## src/rtl/fc_neuron_stream.sv

```systemverilog
`timescale 1ns/1ps
// fc_neuron_stream: one fully-connected neuron fed by a LANES-wide activation stream.
// Latency: last input beat accepted in cycle t -> valid_o high in cycle t+3.
// Backpressure: ready_o is low outside accumulation; the result holds on valid_o/data_o until ready_i.
//
// Ports:
//   clk_i, reset_i          clock and synchronous active-high reset
//   valid_i/ready_o/data_i  activation stream, lane k in data_i[k*WORD_SIZE +: WORD_SIZE]
//   weight_addr_o/weight_i  weight memory port (registered read); address BEATS holds the bias in lane 0
//   valid_o/ready_i/data_o  saturated neuron result
//
// Optional build macro FC_NEURON_RELU_EN: applies max(0, x) to the registered result.
module fc_neuron_stream #(
    parameter int WORD_SIZE             = 16,
    parameter int INT_BITS              = 8,
    parameter int PREVIOUS_LAYER_HEIGHT = 4,
    parameter int LANES                 = 1,
    localparam int BEATS                = PREVIOUS_LAYER_HEIGHT / LANES,
    localparam int AW                   = $clog2(BEATS + 1)
) (
    input  logic                       clk_i,
    input  logic                       reset_i,
    input  logic                       valid_i,
    output logic                       ready_o,
    input  logic [LANES*WORD_SIZE-1:0] data_i,
    output logic [AW-1:0]              weight_addr_o,
    input  logic [LANES*WORD_SIZE-1:0] weight_i,
    output logic                       valid_o,
    input  logic                       ready_i,
    output logic [WORD_SIZE-1:0]       data_o
);

    localparam int FRAC  = WORD_SIZE - INT_BITS;
    localparam int PW    = 2 * WORD_SIZE;
    localparam int ACC_W = 2 * WORD_SIZE + $clog2(PREVIOUS_LAYER_HEIGHT + 2);

    localparam logic signed [ACC_W-1:0] SAT_MAX = (ACC_W'(1) <<< (WORD_SIZE - 1)) - ACC_W'(1);
    localparam logic signed [ACC_W-1:0] SAT_MIN = -(ACC_W'(1) <<< (WORD_SIZE - 1));

    typedef enum logic [1:0] {ACCUM, FETCH_BIAS, ADD_BIAS, OUT} state_t;

    state_t                     state_q, state_d;
    logic [AW-1:0]              beat_cnt_q, beat_cnt_d;
    logic [LANES*WORD_SIZE-1:0] act_q, act_d;
    logic                       pipe_vld_q, pipe_vld_d;
    logic signed [ACC_W-1:0]    acc_q, acc_d;
    logic                       valid_q, valid_d;
    logic [WORD_SIZE-1:0]       out_q, out_d;

    logic                       accept;
    logic signed [ACC_W-1:0]    lane_sum;
    logic signed [ACC_W-1:0]    bias_ext;
    logic signed [ACC_W-1:0]    acc_biased;
    logic signed [ACC_W-1:0]    shifted;
    logic [WORD_SIZE-1:0]       result;

    // Registered activations meet their weights one cycle after acceptance,
    // because the weight memory read is registered.
    always_comb begin
        logic signed [PW-1:0] a_ext;
        logic signed [PW-1:0] w_ext;
        lane_sum = '0;
        a_ext    = '0;
        w_ext    = '0;
        for (int k = 0; k < LANES; k++) begin
            a_ext    = PW'($signed(act_q[k*WORD_SIZE +: WORD_SIZE]));
            w_ext    = PW'($signed(weight_i[k*WORD_SIZE +: WORD_SIZE]));
            lane_sum = lane_sum + ACC_W'(a_ext * w_ext);
        end
    end

    // Bias is a WORD_SIZE fixed-point value; align it to the product's 2*FRAC scale.
    assign bias_ext   = ACC_W'($signed(weight_i[WORD_SIZE-1:0])) <<< FRAC;
    assign acc_biased = acc_q + bias_ext;
    assign shifted    = acc_biased >>> FRAC;

    always_comb begin
        result = shifted[WORD_SIZE-1:0];
        if (shifted > SAT_MAX) begin
            result = {1'b0, {(WORD_SIZE-1){1'b1}}};
        end else if (shifted < SAT_MIN) begin
            result = {1'b1, {(WORD_SIZE-1){1'b0}}};
        end
`ifdef FC_NEURON_RELU_EN
        if (result[WORD_SIZE-1]) begin
            result = '0;
        end
`endif
    end

    // Input is refused during reset even though the state register already reads ACCUM.
    assign ready_o = (state_q == ACCUM) && !reset_i;
    assign accept  = valid_i && ready_o;

    always_comb begin
        state_d       = state_q;
        beat_cnt_d    = beat_cnt_q;
        act_d         = act_q;
        pipe_vld_d    = 1'b0;
        acc_d         = acc_q;
        valid_d       = valid_q;
        out_d         = out_q;
        weight_addr_o = AW'(BEATS);

        // Product stage drains whenever it holds a beat, including the FETCH_BIAS cycle.
        if (pipe_vld_q) begin
            acc_d = acc_q + lane_sum;
        end

        case (state_q)
            ACCUM: begin
                weight_addr_o = beat_cnt_q;
                if (accept) begin
                    act_d      = data_i;
                    pipe_vld_d = 1'b1;
                    beat_cnt_d = beat_cnt_q + AW'(1);
                    if (beat_cnt_q == AW'(BEATS - 1)) begin
                        state_d = FETCH_BIAS;
                    end
                end
            end
            FETCH_BIAS: begin
                state_d = ADD_BIAS;
            end
            ADD_BIAS: begin
                acc_d   = acc_biased;
                out_d   = result;
                valid_d = 1'b1;
                state_d = OUT;
            end
            OUT: begin
                if (valid_q && ready_i) begin
                    valid_d    = 1'b0;
                    acc_d      = '0;
                    beat_cnt_d = '0;
                    state_d    = ACCUM;
                end
            end
            default: begin
                state_d = ACCUM;
            end
        endcase
    end

    always_ff @(posedge clk_i) begin
        if (reset_i) begin
            state_q    <= ACCUM;
            beat_cnt_q <= '0;
            act_q      <= '0;
            pipe_vld_q <= 1'b0;
            acc_q      <= '0;
            valid_q    <= 1'b0;
            out_q      <= '0;
        end else begin
            state_q    <= state_d;
            beat_cnt_q <= beat_cnt_d;
            act_q      <= act_d;
            pipe_vld_q <= pipe_vld_d;
            acc_q      <= acc_d;
            valid_q    <= valid_d;
            out_q      <= out_d;
        end
    end

    assign valid_o = valid_q;
    assign data_o  = out_q;

endmodule

```

## config.mk

```make
export PLATFORM = sky130hd
export DESIGN_NAME = fc_neuron_stream
export DESIGN_NICKNAME = d
export VERILOG_FILES = /design/src/rtl/fc_neuron_stream.sv
export SDC_FILE = /design/constraint.sdc
export NUM_CORES = 1
export LEC_CHECK = 0
export ABC_AREA = 0
export CORE_MARGIN = 1.5
export CORE_UTILIZATION = 62
export CTS_BUF_LIST = sky130_fd_sc_hd__clkbuf_8
export DETAILED_ROUTE_END_ITERATION = 10
export PLACE_DENSITY = 0.92
export REMOVE_ABC_BUFFERS = 1
export SYNTH_ARGS = -nofsm -noshare
export SYNTH_HDL_FRONTEND = slang
export SYNTH_SLANG_ARGS = --single-unit
```

## constraint.sdc

```tcl
create_clock -name clk_i -period 21 [get_ports clk_i]
set_clock_uncertainty 0.15 [all_clocks]
set_input_delay 3.15 -clock clk_i [delete_from_list [all_inputs] [get_ports clk_i]]
set_output_delay 3.15 -clock clk_i [all_outputs]
set_load 0.005 [all_outputs]
```

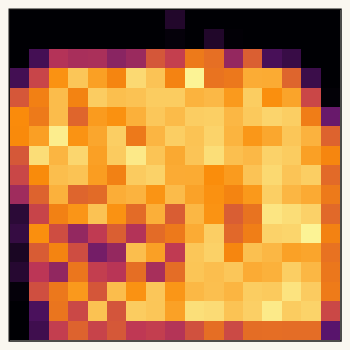
Figure 1: run 1, local utilization.
(2 px per um) The die is cut into 17 by 17 equal tiles; black is low, pale yellow is high, 0 to 100% covered.
nearly empty tiles: 14%
fullest tile: 97%
emptiest ninth of the die: north-east
mean over tiles: 62%
initial core utilization: 62.9%
Floorplan Core Area: 0.0259 sq mm
Post-Route Utilization: 66.5%

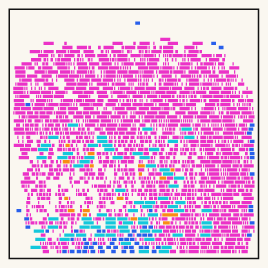
Figure 2: run 1, cell classes on the final placement.
(1.5 px per um)
| colour | class | cells | share of their area |
|---|---|---|---|
| blue | remaining buffers and delay cells | 61 | 3.6% |
| magenta | remaining logic cells | 1,732 | 86% |
| orange | clock drivers and dummy loads | 16 | 1.2% |
| cyan | registers | 74 | 8.8% |

==> flow_summary_export.csv, run 1 <==
group,metric,value,unit
logic_synthesis,yosys_register_bits,74,
timing,report.final.setup_viol,0,
timing,finalWorstPathRequiredPeriod,10.24,ns
clock_network,clk_path_buf_depth,2,
worst_setup_path,critPathRequiredTime,21.16,ns
drt,top_signal_layer_used,"met4",
floorplanning,die-area,0.0273,sq mm
final_layout,total_area_of_sequential_cells,0.00148,sq mm
floorplanning,core.rowCount,59,
drt,routed_wl,42.5,mm
drt,vias,13297,
drt,wl_met1,16.0,mm
floorplanning,die_w,165,um
logic_synthesis,netlist.top_cell.by_area,"sky130_fd_sc_hd__fa_1",
grt,grt_antenna_before_repair,0,
final_layout,design.final.nets,2360,
grt,global_route.usage.met2,56.6,%
worst_setup_path,timing.critical_path.cells,"clkdlybuf4s50_1 -> nand2_1 -> fa_1 -> fa_1 -> fa_1 -> inv_1 -> ha_1 -> fa_1 -> inv_1 -> fa_1 -> inv_1 -> ha_1 -> nand3_1 -> a211oi_1 -> o21a_1 -> o21ai_0 -> a31oi_1 -> a221oi_1 -> or4b_2 -> nand3_1",
clock_network,cts-resized-gates,0,
logic_synthesis,main_area_contributors_after_synthesis,"sky130_fd_sc_hd__fa_1 38%, sky130_fd_sc_hd__ha_1 10%, sky130_fd_sc_hd__dfxtp_1 9.1%",
grt,grt_start_max_net_pins,34,
clock_network,postCtsHoldBufs,0,
logic_synthesis,synth.yosys.num_cells,1874,
clock_network,h-tree-depth,3,
place,gp_routability_congestion,0.979,
logic_synthesis,postSynthSeqShare,9.10,%
grt,grt_use_total,33.3,%
worst_setup_path,critical_path.n_buffers_inverters,4,
worst_hold_path,type_of_the_most_critical_hold_path,"reg2reg",
worst_setup_path,crit_type,"in2reg",
final_layout,fin_cells,2218,
logic_synthesis,ys_sh_aoi,11.3,%
clock_network,clk_pin_slew,0.09,ns
grt,grt_remaining_overflow,0,
timing,totalNegativeSetupSlack,0,ns
outcome,outcome,"finished clean",
worst_setup_path,regToRegStartpoint,"act_q[8]$_SDFFE_PP0P_",
final_layout,comb_area,0.0131,sq mm
final_layout,largest_reg_flops,35,
drt,vias_per_cell,6.00,
place,dp.cells,2202,
worst_setup_path,critical_path.startpoint_type,"input port",
logic_synthesis,edff_count_synth,0,
floorplanning,taps,335,
clock_network,sinks_on_the_clock_net,74,
grt,met3_usage,5.92,%
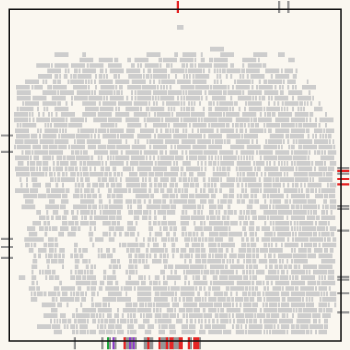
Figure 3: run 1, pin placement.
(2 px per um) Pins as bars across the die edge, other pins in grey.
| colour | port | pins | direction | edge |
|---|---|---|---|---|
| green | `ready_o` | 1 | output | south |
| purple | `weight_addr_o` | 3 | output | south |
| red | `data_i` | 16 | input | 12 south, 3 east, 1 north |

==> run 2: changes to the inputs <==
--- a/config.mk
+++ b/config.mk
@@ -7,10 +7,10 @@
 export LEC_CHECK = 0
 export ABC_AREA = 0
 export CORE_MARGIN = 1.5
-export CORE_UTILIZATION = 62
+export CORE_UTILIZATION = 59
 export CTS_BUF_LIST = sky130_fd_sc_hd__clkbuf_8
 export DETAILED_ROUTE_END_ITERATION = 10
-export PLACE_DENSITY = 0.92
+export PLACE_DENSITY = 0.91
 export REMOVE_ABC_BUFFERS = 1
 export SYNTH_ARGS = -nofsm -noshare
 export SYNTH_HDL_FRONTEND = slang
==> constraint.sdc (replaced) <==
create_clock -name clk_i -period 8.5 [get_ports clk_i]
set_clock_uncertainty 0.15 [all_clocks]
set_input_delay 1.275 -clock clk_i [delete_from_list [all_inputs] [get_ports clk_i]]
set_output_delay 1.275 -clock clk_i [all_outputs]
set_load 0.005 [all_outputs]
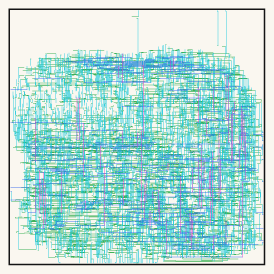
Figure 4: run 2, metal layers overlaid.
(1.5 px per um)
| colour | layer | wire length |
|---|---|---|
| cyan | M2 | 20.9 mm |
| blue | M3 | 3,850 um |
| magenta | M4 | 1,400 um |
| green | M1 | 16,400 um |

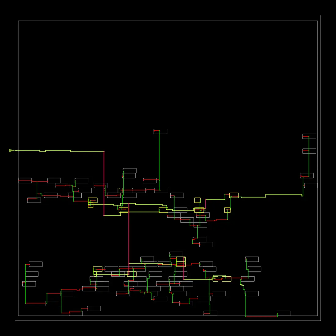
Figure 5: run 2, clock nets.
sinks on the clock net: 74
Skew-Pair Late Insertion Delay: 0.38 ns
clock buffers created by TritonCTS: 9
seq_cells: 74

==> flow_summary_export.csv, run 2 <==
group,metric,value,unit
clock_network,postCtsHoldBufs,0,
floorplanning,number_of_ports_placed_on_the_die_boundary,57,
logic_synthesis,cell_type_count,76,
timing,report.final.setup_viol,0,
logic_synthesis,synthesis.area,0.0163,sq mm
logic_synthesis,yosys-stat-area,0.0163,sq mm
run,tool_warnings,27,
logic_synthesis,postSynthSeqShare,9.10,%
floorplanning,taps,341,
floorplanning,fp_util,60.3,%
worst_setup_path,critPathRequiredTime,8.67,ns
logic_synthesis,synth.yosys.num_cells,1874,
timing,totalNegativeSetupSlack,0,ns
grt,global_route.usage.met2,53.2,%
worst_setup_path,timing.critical_path.cells,"clkdlybuf4s50_1 -> nand2_1 -> fa_1 -> fa_1 -> fa_1 -> fa_1 -> inv_1 -> fa_1 -> inv_1 -> fa_1 -> inv_1 -> ha_1 -> nand3_1 -> a211oi_1 -> o21a_1 -> o21ai_0 -> a31oi_1 -> a221oi_1 -> or4b_2 -> nand3_1",
final_layout,comb_area,0.0131,sq mm
final_layout,largest_reg_flops,35,
worst_setup_path,cp_data_arrival_time,8.25,ns
grt,first_pass_grt_wire_length,71.1,mm
drt,vias_per_cell,5.98,
logic_synthesis,yosys_register_bits,74,
final_layout,finalCoreUtilization,64.4,%
drt,routed_wl,42.5,mm
grt,met3_usage,6.81,%
worst_setup_path,critical_path.startpoint_type,"input port",
logic_synthesis,edff_count_synth,0,
logic_synthesis,netlist.top_cell.by_area,"sky130_fd_sc_hd__fa_1",
worst_setup_path,endpoint_kind,"flop",
timing,finalWorstPathRequiredPeriod,8.08,ns
outcome,outcome,"finished clean",
worst_setup_path,regToRegStartpoint,"act_q[7]$_SDFFE_PP0P_",
floorplanning,core.rowCount,60,
timing,rsz0062_at_grt,"false",
clock_network,cts-resized-gates,0,
logic_synthesis,synthMuxAreaShare,0.991,%
floorplanning,die_w,169,um
timing,final-max-slew-violation-count,0,
place,dp.cells,2233,
drt,wl_met1,16.4,mm
final_layout,total_area_of_sequential_cells,0.00148,sq mm
final_layout,design.final.nets,2385,
clock_network,h-tree-depth,3,
grt,grt_antenna_before_repair,0,
grt,grt_start_max_net_pins,37,
grt,grt_use_total,31.5,%
worst_setup_path,critical_path.n_buffers_inverters,4,
floorplanning,die-area,0.0286,sq mm
final_layout,fin_cells,2249,
logic_synthesis,ys_sh_adder,48.6,%
worst_hold_path,worst_hold_path.num_cells,2,
logic_synthesis,main_area_contributors_after_synthesis,"sky130_fd_sc_hd__fa_1 38%, sky130_fd_sc_hd__ha_1 10%, sky130_fd_sc_hd__dfxtp_1 9.1%",
clock_network,cts_setup_buffers,0,
clock_network,clk_path_buf_depth,2,
worst_setup_path,crit_type,"in2reg",
worst_setup_path,r2r_slack,1.18,ns
drt,top_signal_layer_used,"met4",
place,gp_routability_congestion,0.940,
grt,grt_remaining_overflow,0,
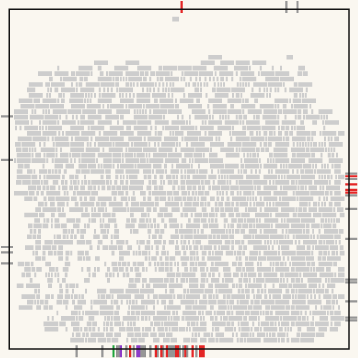
Figure 6: run 2, pin placement.
(2 px per um) Pins as bars across the die edge, other pins in grey.
| colour | port | pins | direction | edge |
|---|---|---|---|---|
| red | `data_i` | 16 | input | 11 south, 4 east, 1 north |
| green | `ready_o` | 1 | output | south |
| purple | `weight_addr_o` | 3 | output | south |
all pins by edge: 35 south, 14 east, 5 west, 3 north

Figure 7. Local utilization (run 2).
(2 px per um) The die is cut into 17 by 17 equal tiles; black is low, pale yellow is high, 0 to 100% covered.
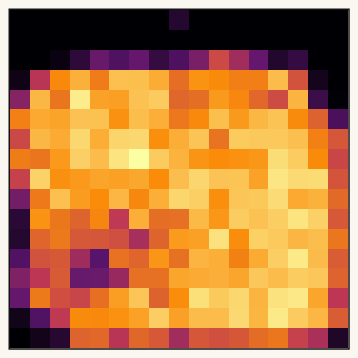

==> run 3: changes to the inputs <==
==> constraint.sdc (replaced) <==
create_clock -name clk_i -period 6.9 [get_ports clk_i]
set_clock_uncertainty 0.15 [all_clocks]
set_input_delay 1.035 -clock clk_i [delete_from_list [all_inputs] [get_ports clk_i]]
set_output_delay 1.035 -clock clk_i [all_outputs]
set_load 0.005 [all_outputs]
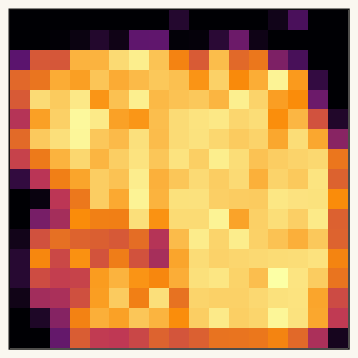
Figure 8: run 3, local utilization.
(2 px per um) The die is cut into 17 by 17 equal tiles; black is low, pale yellow is high, 0 to 100% covered.
fullest tile: 100%
tiles over 75% full: 55%
emptiest ninth of the die: north-east
initial core utilization: 60.3%
Floorplan Core Area: 0.0270 sq mm
Post-Route Utilization: 70.6%

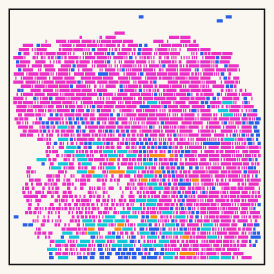
Figure 9: run 3, cell classes on the final placement.
(1.5 px per um)
| colour | class | cells | share of their area |
|---|---|---|---|
| cyan | registers | 74 | 8.0% |
| orange | clock drivers and dummy loads | 15 | 1.3% |
| magenta | remaining logic cells | 1,732 | 80% |
| blue | remaining buffers and delay cells | 243 | 11% |
final instance area: 0.0191 sq mm
fraction of standard cell area that is sequential: 7.77%
count of standard-cell rows: 60

==> flow_summary_export.csv, run 3 <==
group,metric,value,unit
worst_setup_path,critical_path.startpoint_type,"input port",
worst_setup_path,crit_type,"in2reg",
worst_setup_path,cp_data_arrival_time,7.33,ns
timing,totalNegativeSetupSlack,-2.53,ns
timing,final-max-slew-violation-count,0,
floorplanning,taps,341,
worst_setup_path,cell_seen_most_often_among_critical_path_stages,"sky130_fd_sc_hd__fa_1",
clock_network,clk_path_buf_depth,2,
worst_hold_path,worst_hold_path.num_cells,2,
worst_setup_path,timing.critical_path.cells,"clkbuf_2 -> buf_12 -> nand2_1 -> fa_1 -> fa_1 -> fa_1 -> inv_2 -> fa_1 -> fa_1 -> inv_1 -> fa_1 -> inv_1 -> ha_4 -> nor3_1 -> nor2_1 -> a2bb2oi_4 -> a21oi_4 -> o2111ai_4 -> nand3b_1 -> buf_4 -> xor2_2 -> a222oi_1 -> nor2_1",
worst_setup_path,r2r_slack,-0.19,ns
worst_setup_path,regToRegStartpoint,"act_q[10]$_SDFFE_PP0P_",
worst_setup_path,cp_max_stage_delay,0.61,ns
place,dp.cells,2375,
outcome,outcome,"complete, but fails checks",
grt,global_route.usage.met2,60.7,%
final_layout,design.final.nets,2542,
timing,report.final.setup_viol,15,
final_layout,total_area_of_sequential_cells,0.00148,sq mm
final_layout,ff_count,74,
logic_synthesis,synthMuxAreaShare,0.991,%
clock_network,sinks_on_the_clock_net,74,
logic_synthesis,postSynthSeqShare,9.10,%
logic_synthesis,ys_sh_adder,48.6,%
clock_network,cts_inserted_buffers,9,
grt,gr-max-usage-layer,"met2",
logic_synthesis,synthesis.area,0.0163,sq mm
clock_network,cts-resized-gates,65,
timing,postLayoutSetupSlackWorst,-0.319,ns
outcome,violations,"DRC, setup timing",
run,tool_warnings,28,
drt,post-route-drc-count,2,
drt,wl_met1,18.4,mm
timing,finalWorstPathRequiredPeriod,7.22,ns
place,gp_routability_congestion,0.941,
worst_setup_path,endpoint_kind,"flop",
clock_network,clock_latency,0.39,ns
clock_network,cts_setup_buffers,7,
floorplanning,number_of_ports_placed_on_the_die_boundary,57,
floorplanning,die-area,0.0286,sq mm
clock_network,postCtsHoldBufs,0,
grt,grt_antenna_before_repair,6,
grt,first_pass_grt_wire_length,81.8,mm
worst_setup_path,critPathRequiredTime,7.01,ns
clock_network,clk_pin_slew,0.08,ns
drt,top_signal_layer_used,"met5",
grt,met3_usage,10.1,%
final_layout,largest_reg_flops,35,
logic_synthesis,edff_count_synth,0,
final_layout,comb_area,0.0134,sq mm
timing,rsz0062_at_grt,"true",
logic_synthesis,synth.yosys.num_cells,1874,
logic_synthesis,ys_sh_aoi,11.3,%
grt,grt_remaining_overflow,0,
logic_synthesis,cell_type_count,76,
final_layout,fillCellCount,1810,
logic_synthesis,yosys_register_bits,74,
worst_setup_path,critical_path.n_buffers_inverters,6,
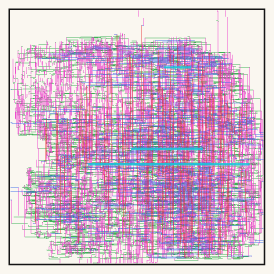
Figure 10: run 3, metal layers overlaid.
(1.5 px per um)
count of vias placed by the detailed router: 15,246
routed wire length per instance: 23.2 um
post-detailed-routing wire length: 55.9 mm
overall fraction of global-route tracks in use: 36.9%

